### config.mk
export PLATFORM = sky130hd
export DESIGN_NAME = button_event_controller
export DESIGN_NICKNAME = d
export VERILOG_FILES = /design/src/rtl/button_event_controller.sv
export SDC_FILE = /design/constraint.sdc
export NUM_CORES = 1
export LEC_CHECK = 0
export CAP_MARGIN = 20
export CELL_PAD_IN_SITES_DETAIL_PLACEMENT = 0
export CELL_PAD_IN_SITES_GLOBAL_PLACEMENT = 1
export CORE_AREA = 2 2 101 123
export CTS_CLUSTER_DIAMETER = 60
export CTS_CLUSTER_SIZE = 30
export DETAILED_ROUTE_END_ITERATION = 8
export DIE_AREA = 0 0 103 125
export GPL_ROUTABILITY_DRIVEN = 0
export PLACE_DENSITY_LB_ADDON = 0.15
export SYNTH_ARGS = -nofsm -noshare
export SYNTH_HDL_FRONTEND = slang
export SYNTH_SLANG_ARGS = --single-unit
export TNS_END_PERCENT = 100
### constraint.sdc
create_clock -name clk -period 4 [get_ports clk]
set_input_delay 0.8 -clock clk [delete_from_list [all_inputs] [get_ports clk]]
set_output_delay 0.8 -clock clk [all_outputs]
set_load 0.005 [all_outputs]
### src/rtl/button_event_controller.sv
// -----------------------------------------------------------------------------
// button_event_controller
//
// Front end for the active-low push-buttons. One shared sampling counter sets
// the debounce time base for every channel. A small FSM per button turns the
// samples into PRESS and auto-REPEAT events. A round-robin arbiter serialises
// those events onto one valid/ready event port.
//
// Parameters
//   N               number of button channels (2..16)
//   SAMPLING_PERIOD a sample is taken every SAMPLING_PERIOD+1 clocks
//   REPEAT_DELAY    samples held before the first REPEAT
//   REPEAT_RATE     samples between later REPEATs (>= 1)
//
// Ports
//   clk         sole clock, all state on posedge
//   rst         asynchronous, active-high reset
//   i_btn_n     raw button levels, active-low, asynchronous to clk
//   o_ev_valid  an event is presented
//   i_ev_ready  consumer takes the event when o_ev_valid & i_ev_ready
//   o_ev_id     button index of the presented event
//   o_ev_kind   0 = PRESS, 1 = REPEAT
//   o_dropped   one-cycle pulse: a new event overwrote an unserviced one
// -----------------------------------------------------------------------------
module button_event_controller #(
    parameter int unsigned N               = 4,
    parameter int unsigned SAMPLING_PERIOD = 1250000 - 1,
    parameter int unsigned REPEAT_DELAY    = 50,
    parameter int unsigned REPEAT_RATE     = 10
) (
    input  logic                 clk,
    input  logic                 rst,
    input  logic [N-1:0]         i_btn_n,
    output logic                 o_ev_valid,
    input  logic                 i_ev_ready,
    output logic [$clog2(N)-1:0] o_ev_id,
    output logic                 o_ev_kind,
    output logic                 o_dropped
);

    localparam int unsigned IW       = $clog2(N);
    localparam int unsigned CW       = $clog2(SAMPLING_PERIOD + 1);
    localparam int unsigned HOLD_MAX = (REPEAT_DELAY > REPEAT_RATE) ? REPEAT_DELAY : REPEAT_RATE;
    localparam int unsigned HW       = $clog2(HOLD_MAX + 1);

    localparam logic [1:0] ST_IDLE = 2'd0;
    localparam logic [1:0] ST_HELD = 2'd1;
    localparam logic [1:0] ST_RPT  = 2'd2;

    // ------------------------------------------------------------------
    // Synchroniser and shared time base
    // ------------------------------------------------------------------
    logic [N-1:0]    r_sync1;
    logic [N-1:0]    r_sync2;
    logic [N-1:0]    r_s;
    logic [CW-1:0]   r_cnt;
    logic            r_step;
    logic            w_sample;

    assign w_sample = (r_cnt == CW'(SAMPLING_PERIOD));

    always_ff @(posedge clk or posedge rst) begin
        if (rst) begin
            r_sync1 <= '1;
            r_sync2 <= '1;
        end else begin
            r_sync1 <= i_btn_n;
            r_sync2 <= r_sync1;
        end
    end

    always_ff @(posedge clk or posedge rst) begin
        if (rst) begin
            r_cnt  <= '0;
            r_s    <= '1;
            r_step <= 1'b0;
        end else begin
            r_cnt  <= w_sample ? '0 : r_cnt + 1'b1;
            r_step <= w_sample;
            if (w_sample) begin
                r_s <= r_sync2;
            end
        end
    end

    // ------------------------------------------------------------------
    // Per-button press / repeat FSMs
    // ------------------------------------------------------------------
    logic [1:0]    r_state     [N];
    logic [HW-1:0] r_hold      [N];
    logic [1:0]    w_state_nxt [N];
    logic [HW-1:0] w_hold_nxt  [N];
    logic [N-1:0]  w_post;
    logic [N-1:0]  w_post_kind;

    always_comb begin
        logic [HW-1:0] hold_inc;
        hold_inc    = '0;
        w_post      = '0;
        w_post_kind = '0;
        for (int unsigned i = 0; i < N; i++) begin
            w_state_nxt[i] = r_state[i];
            w_hold_nxt[i]  = r_hold[i];
            hold_inc       = r_hold[i] + 1'b1;
            if (r_step) begin
                case (r_state[i])
                    ST_IDLE: begin
                        if (!r_s[i]) begin
                            w_state_nxt[i] = ST_HELD;
                            w_hold_nxt[i]  = '0;
                            w_post[i]      = 1'b1;
                        end
                    end
                    ST_HELD: begin
                        if (r_s[i]) begin
                            w_state_nxt[i] = ST_IDLE;
                        end else if (hold_inc == HW'(REPEAT_DELAY)) begin
                            w_state_nxt[i] = ST_RPT;
                            w_hold_nxt[i]  = '0;
                            w_post[i]      = 1'b1;
                            w_post_kind[i] = 1'b1;
                        end else begin
                            w_hold_nxt[i]  = hold_inc;
                        end
                    end
                    ST_RPT: begin
                        if (r_s[i]) begin
                            w_state_nxt[i] = ST_IDLE;
                        end else if (hold_inc == HW'(REPEAT_RATE)) begin
                            w_hold_nxt[i]  = '0;
                            w_post[i]      = 1'b1;
                            w_post_kind[i] = 1'b1;
                        end else begin
                            w_hold_nxt[i]  = hold_inc;
                        end
                    end
                    default: begin
                        w_state_nxt[i] = ST_IDLE;
                        w_hold_nxt[i]  = '0;
                    end
                endcase
            end
        end
    end

    always_ff @(posedge clk or posedge rst) begin
        if (rst) begin
            for (int unsigned i = 0; i < N; i++) begin
                r_state[i] <= ST_IDLE;
                r_hold[i]  <= '0;
            end
        end else begin
            for (int unsigned i = 0; i < N; i++) begin
                r_state[i] <= w_state_nxt[i];
                r_hold[i]  <= w_hold_nxt[i];
            end
        end
    end

    // ------------------------------------------------------------------
    // Pending events and round-robin arbiter
    // ------------------------------------------------------------------
    logic [N-1:0]  r_pend;
    logic [N-1:0]  r_kind;
    logic [IW-1:0] r_last;
    logic          w_free;
    logic          w_gnt_vld;
    logic [IW-1:0] w_gnt_id;
    logic          w_grant;
    logic [N-1:0]  w_clr;
    logic [N-1:0]  w_drop;

    assign w_free  = ~o_ev_valid | i_ev_ready;
    assign w_grant = w_free & w_gnt_vld;

    // Search starts just after the last winner, so a busy low index cannot
    // starve the others.
    always_comb begin
        int unsigned   idx;
        logic [IW-1:0] idx_t;
        idx       = 0;
        idx_t     = '0;
        w_gnt_vld = 1'b0;
        w_gnt_id  = '0;
        for (int unsigned k = 1; k <= N; k++) begin
            idx   = (32'(r_last) + k) % N;
            idx_t = IW'(idx);
            if (!w_gnt_vld && r_pend[idx_t]) begin
                w_gnt_vld = 1'b1;
                w_gnt_id  = idx_t;
            end
        end
    end

    always_comb begin
        w_clr = '0;
        for (int unsigned i = 0; i < N; i++) begin
            w_clr[i] = w_grant && (w_gnt_id == IW'(i));
        end
    end

    // A post on the same edge as its own grant is a fresh event, not a drop.
    assign w_drop = w_post & r_pend & ~w_clr;

    always_ff @(posedge clk or posedge rst) begin
        if (rst) begin
            r_pend    <= '0;
            r_kind    <= '0;
            o_dropped <= 1'b0;
        end else begin
            r_pend    <= (r_pend & ~w_clr) | w_post;
            r_kind    <= (r_kind & ~w_post) | w_post_kind;
            o_dropped <= |w_drop;
        end
    end

    always_ff @(posedge clk or posedge rst) begin
        if (rst) begin
            o_ev_valid <= 1'b0;
            o_ev_id    <= '0;
            o_ev_kind  <= 1'b0;
            r_last     <= IW'(N - 1);
        end else if (w_free) begin
            if (w_gnt_vld) begin
                o_ev_valid <= 1'b1;
                o_ev_id    <= w_gnt_id;
                o_ev_kind  <= r_kind[w_gnt_id];
                r_last     <= w_gnt_id;
            end else begin
                o_ev_valid <= 1'b0;
            end
        end
    end

endmodule
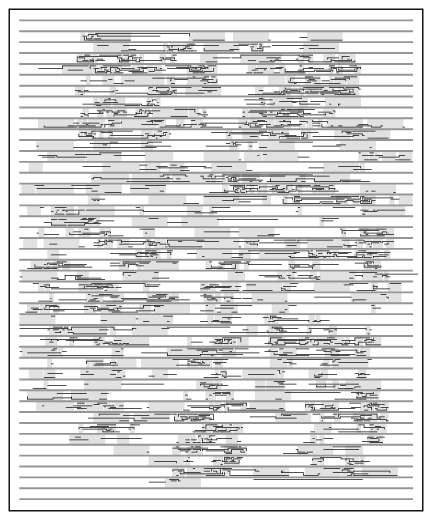
run_1/met1.png
(4 px per um) Supply wires on this layer in gray.
longest straight run: 27.1 um
share of all routed wire: 49%
wire length on this layer: 4,430 um
main direction: horizontal
met1 Usage GRT: 21.3%
final wirelength: 9120 um
routed vias: 3,498

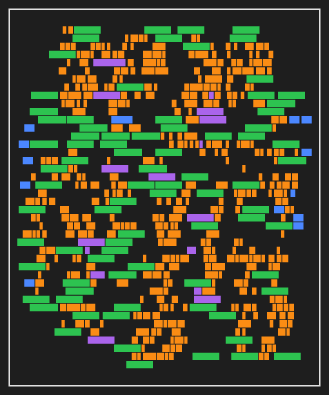
run_1/cell_classes.png
(3 px per um)
[green] flip-flops | cells: 81
[purple] clock drivers and dummy loads | cells: 16
[blue] other buffers and delay cells | cells: 13
[orange] all other logic | cells: 398

==> flow_summary.toml, run 1 <==
# physical design summary
[sta]
tightest_slew_ps = 877
fin_crit_ps = 2420
clock.fmax_mhz = 413
slew_violations = 0
setup_viol = 0
clock_skew_ps = 10.7
hold_violations = 0

[clock_tree]
cts_tree = "done"
clock_sinks = 81
ctsHoldBuffers = 0
cts_inserted_buffers = 9
max-clock-path-buffers = 2
clkTransAtPathRegs_ps = 60
htreeDepth = 3

[logic_synthesis]
ys_seq_share_pct = 44.5
ff_type = "dfrtp_1"
adder_share_pct = 6.80
synth_flops = 81
synthArstFlopShare_pct = 100
synthXorXnorAreaFrac_pct = 5.14
simple_gate_share_pct = 20.8
ys_cells = 494
aoi_share_pct = 17.3
syn_avg_cell_area_sq_um = 9.31
syn-cell-area_sq_um = 4600
synth_cell_types = 52

[die]
taps = 161
fp.dieW_um = 103
dieArea_sq_um = 12900

[detailed_routing]
wl_met1_um = 4430
highest_layer = "met4"
wl_per_cell_um = 13.6
antenna_left = 0
drt_first_pass_iters = 4
drtIter0Drc = 151

[power]
sw_frac_of_total_pct = 25.9
p_seq_share_pct = 45.2
combinationalPowerShare_pct = 14.0
p_per_area_nw_per_um2 = 392
total_power_uw = 2030
intPower_uw = 1500
p_switching_uw = 525
leakage_uw = 0.00210

[placed_design]
port_buffers = 11
dpl_worst_slack_ps = 1330
hpwl_um = 6540

[layout]
drive_gt1_share_pct = 9.25
comb_area_sq_um = 2380
non_clock_inverter_count = 30
reg_top3 = "r_hold x24, r_cnt x21, r_state x8"
design_area_sq_um = 5170
nClkBuffers = 11
num-fill-cells = 1176
regMostFlops = "r_hold"
num-multi-input-gates = 368
final_cell_count_no_fill = 669
num-nets-final = 535
lay_top_cells = "67 x dfrtp_1, 56 x nand2_1, 48 x o21ai_0"
num-nonclk-buffers = 13

[global_route]
grt_overflow = 0
grt_usage_pct = 15.5
grt_pass1_vias = 3385
globalRouteMet2Util_pct = 24.7
use_met3_pct = 2.01
grt_max_degree = 49

[critical_path]
crit_arrival_ps = 2630
cp_max_fo = 5
critPathKind = "reg -> reg"
r2r-start = "r_hold[1]"
cp-start-kind = "flip-flop"
worstPathRequired_ps = 4210
startpoint = "r_hold[1]"
endpoint_kind = "flip-flop"

[job]
warning_count = 42
cap_violations = 0

[status]
status = "finished, final reports clean"

[worst_hold_path]
min-delay-start = "r_sync1[1]"
min_path_type = "reg -> reg"
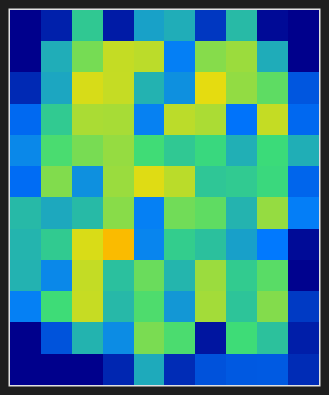
run_1/density.png
(3 px per um) The die is cut into 10 by 12 equal tiles; dark blue is low, red is high, 0 to 100% covered.
fullest tile: 79%
densest ninth of the die: middle
tiles over 75% full: 0.80%
mean over tiles: 39%
nearly empty tiles: 7.5%
fp util: 39.0%
Final Core Density: 43.9%
core area: 11,800 sq um

[run 1: final timing paths]
| check | endpoint | slack (ps) | cells after the start |
|---|---|---|---|
| min | r_sync2[1] | 360 | 0 |
| min in group asynchronous | r_hold[1] | 840 | 2 |
| max reg2reg | o_dropped | 1580 | 9 |
| max in group asynchronous | r_s[1] | 2460 | 3 |
| max | o_dropped | 1580 | 9 |
| min reg2reg | r_sync2[1] | 360 | 0 |
[run 1: critical path, stage by stage (launching register included)]
cell	delay, ps
dfrtp_1	410
inv_1	70
ha_1	210
nor4b_1	150
a41o_1	220
nand2_1	90
nor4_1	60
o311ai_0	780
o22a_1	220
o211ai_1	80
[run 1: cells in the mapped netlist (4+ instances only)]
cell      number  area (sq um)
nor3_1        12          60.1
and3_1         4          25.0
xnor2_1       12           105
or4_1          4          30.0
o311ai_0       4          35.0
and2_1         4          25.0
nand4_1        5          31.3
a21o_1         5          37.5
o211ai_1       4          30.0
nor2b_1       10          62.6
nor2_1        29           109
nand2_1       56           210
a31oi_1        7          43.8
nor4_1         4          25.0
nor4b_1        6          52.6
nand3_1       26           130
o22ai_1        7          43.8
ha_1          25           313
o21ai_0       48           240
o21a_1         5          37.5
or3_1          6          37.5
buf_2          4          20.0
dfstp_2       14           368
xor2_1        15           131
inv_1         30           113
nand2b_1       6          37.5
o31ai_1       10          75.1
mux2_2         7          78.8
a21oi_1       11          55.1
clkbuf_1      11          41.3
dfrtp_1       67          1680
[run 1: power groups by stage]
stage          sequential (uW)  clock, uW  combinational (uW)
6_report                   916        826                 284
5_1_grt                    924        886                 326
4_1_cts                    916        855                 279
3_5_place_dp               931          0                 279
3_3_place_gp               930          0                 278
2_1_floorplan              921          0                 184
==> run 1 -> run 2 <==
==> constraint.sdc (replaced) <==
create_clock -name clk -period 2.05 [get_ports clk]
set_input_delay 0.41 -clock clk [delete_from_list [all_inputs] [get_ports clk]]
set_output_delay 0.41 -clock clk [all_outputs]
set_load 0.005 [all_outputs]
==> run 2 against run 1 <==
Compared with the run above: synthesized area stayed put; clock power is 120% higher; maximum frequency is 8.9% higher; cell count is 12% higher; critical endpoint is now r_kind[1]; sequential power is 94% higher; synthesized cell count stayed put; sequential cell count stayed put; the flow now finishes with violations (negative setup slack); critical path depth is 1 lower; sequential share of layout area is 6.0 points lower.
==> flow_summary.toml, run 2 <==
# physical design summary
[clock_tree]
clock_sinks = 81
clk_latency_ps = 340
htreeDepth = 3
cts_tree = "done"
ctsHoldBuffers = 0
max-clock-path-buffers = 2
cts-root-buf = "clkbuf_16"
cts_inserted_buffers = 9
clkTransAtPathRegs_ps = 60

[global_route]
grt_max_degree = 24
grt_overflow = 0
grt_usage_pct = 17.2
grt_pass1_vias = 3940
antenna_found_initial = 0
grt_pass1_wl_um = 17900

[placed_design]
port_buffers = 11
post_dp_cell_area_sq_um = 5390
hpwl_um = 7460
post-place-cells = 713

[power]
combinationalPowerShare_pct = 14.7
p_per_area_nw_per_um2 = 683
p_switching_uw = 1030
sw_frac_of_total_pct = 24.5
ir_drop_uv = 405
p_comb_uw = 614
power-top-group = "sequential cells"
p_clk_uw = 1780
leakage_uw = 0.00254
total_power_uw = 4180
p_seq_uw = 1780
p_seq_share_pct = 42.6
intPower_uw = 3150
p_clk_share_pct = 42.7

[die]
fp.dieW_um = 103
dieArea_sq_um = 12900
core-area_sq_um = 11800
die.size.y_um = 125
pin_count = 12
fp_util_pct = 39.0

[job]
cap_violations = 0
warning_count = 45

[status]
status = "finished, violations left"
violations = "negative setup slack"

[sta]
clock.fmax_mhz = 449
fin_hold_ws_ps = 355
layout_setup_ws_ps = -176
rsz0062_at_grt = "true"
hold_violations = 0
setup_viol = 6
slew_violations = 0
tightest_slew_ps = 495
maxSlewHeadroom_pct = 66.9
fin_crit_ps = 2230
clock_skew_ps = 4.72
finalCritPeriodShare_pct = 109

[logic_synthesis]
edf_count = 0
ys_cells = 494
yosysWarningCount = 0
synthMostInstantiatedCell = "dfrtp_1"
ys_area_sq_um = 4600
ys_seq_share_pct = 44.5
synthTopCellsByCount = "67 x dfrtp_1, 56 x nand2_1, 48 x o21ai_0"
synthArstFlopShare_pct = 100
synth_cell_types = 52
top_logic_kind = "simple AND/OR/NAND/NOR gates"
simple_gate_share_pct = 20.8
ys_sh_mux_pct = 1.71
ff_type = "dfrtp_1"
syn_avg_cell_area_sq_um = 9.31
adder_share_pct = 6.80
synthXorXnorAreaFrac_pct = 5.14
syn_inst = 494
synth_flops = 81
yosysTopAreaCell = "dfrtp_1"
syn-cell-area_sq_um = 4600
aoi_share_pct = 17.3
yosysTopAreaCellShare_pct = 36.5
topCellsByArea = "dfrtp_1 36%, dfstp_2 8.0%, ha_1 6.8%"
syn-num-nets = 526

[layout]
drive_gt1_share_pct = 28.8
lay_top_cells = "71 x buf_4, 63 x dfrtp_1, 54 x nand2_1"
layout_top_cell = "buf_4"
area_growth_pct = 33.2
reg_top3 = "r_hold x24, r_cnt x21, r_state x8"
largest_reg_flops = 24
final_cell_count_no_fill = 748
regMostFlops = "r_hold"
diodes = 0
num-nets-final = 614

[critical_path]
worstPathRequired_ps = 2280
crit_arrival_ps = 2450
cp-start-kind = "flip-flop"
endpoint_kind = "flip-flop"
critPathKind = "reg -> reg"
cp_max_fo = 3

[detailed_routing]
via_per_inst = 5.22
wl_per_cell_um = 13.9
antenna_left = 0
finalWirelength_um = 10400
drt_first_pass_iters = 5
route.vias.total = 3908
drtIter0Drc = 128
drcViolationCount = 0

[worst_hold_path]
min_path_type = "reg -> reg"
[run 2: worst max-delay path, cell delays in order, from the launching register on]
cell and delay, ps:
dfrtp_1 420, buf_4 150, nand3_2 100, xnor2_2 160
or3b_4 390, or4b_4 520, o21ai_2 90, o21ai_2 90
a32o_1 200
[run 2: layout make-up]
type	instances	area (sq um)
fill	1121	5660
multi-input combinational	368	2640
sequential	81	2050
timing repair buffer	92	785
clock buffer	12	256
tap	161	201
inverter	30	116
clock inverter	4	75.1
[run 2: final timing paths]
path,cells after the start,startpoint,endpoint,slack (ps)
max in group asynchronous,3,rst,r_s[2],1050
min in group asynchronous,2,rst,r_cnt[0],450
worst max register to register,8,r_hold[12],r_kind[1],-180
worst max-delay path,8,r_hold[12],r_kind[1],-180
worst min-delay path,0,r_sync1[2],r_sync2[2],360
worst min register to register,0,r_sync1[2],r_sync2[2],360
[run 2: per-stage QoR]
step | util [%] | setup slack [ps] | setup TNS [ps]
after floorplan | - | -129 | -172
after global placement | 45.8 | -138 | -434
after detailed placement | 45.8 | -197 | -1000
after CTS | 49.6 | -179 | -479
after global routing | 52.0 | -243 | -1200
final | 52.0 | -176 | -448
[run 2: per-layer routing]
layer	GRT usage [%]	share of wire (%)
met2	28.8	51
met3	2.52	2.1
met5	0	0
met4	7.12	2.3
met1	22.0	44
[run 2: cells by family after synthesis]
family | count (synthesis)
muxes | 7
AOI/OAI and AO/OA | 122
adders and majority gates | 25
buffers and inverters | 45
and+or+nand+nor | 187
xor gates and xnor gates | 27
DFF | 81
[run 2: timing repair]
item,in CTS,in global routing
setup endpoints to repair,11,28
pin swaps,8,18
resized,23,43
setup buffers,3,16
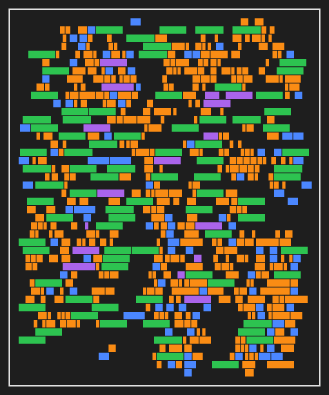
run_2/cell_classes.png
(3 px per um)
fin area: 6120 sq um
Seq area share: 33.5%
FP Rows: 44
Final Core Density: 52.0%

Power figures rest on the tool's default switching activity, not on a simulated workload.
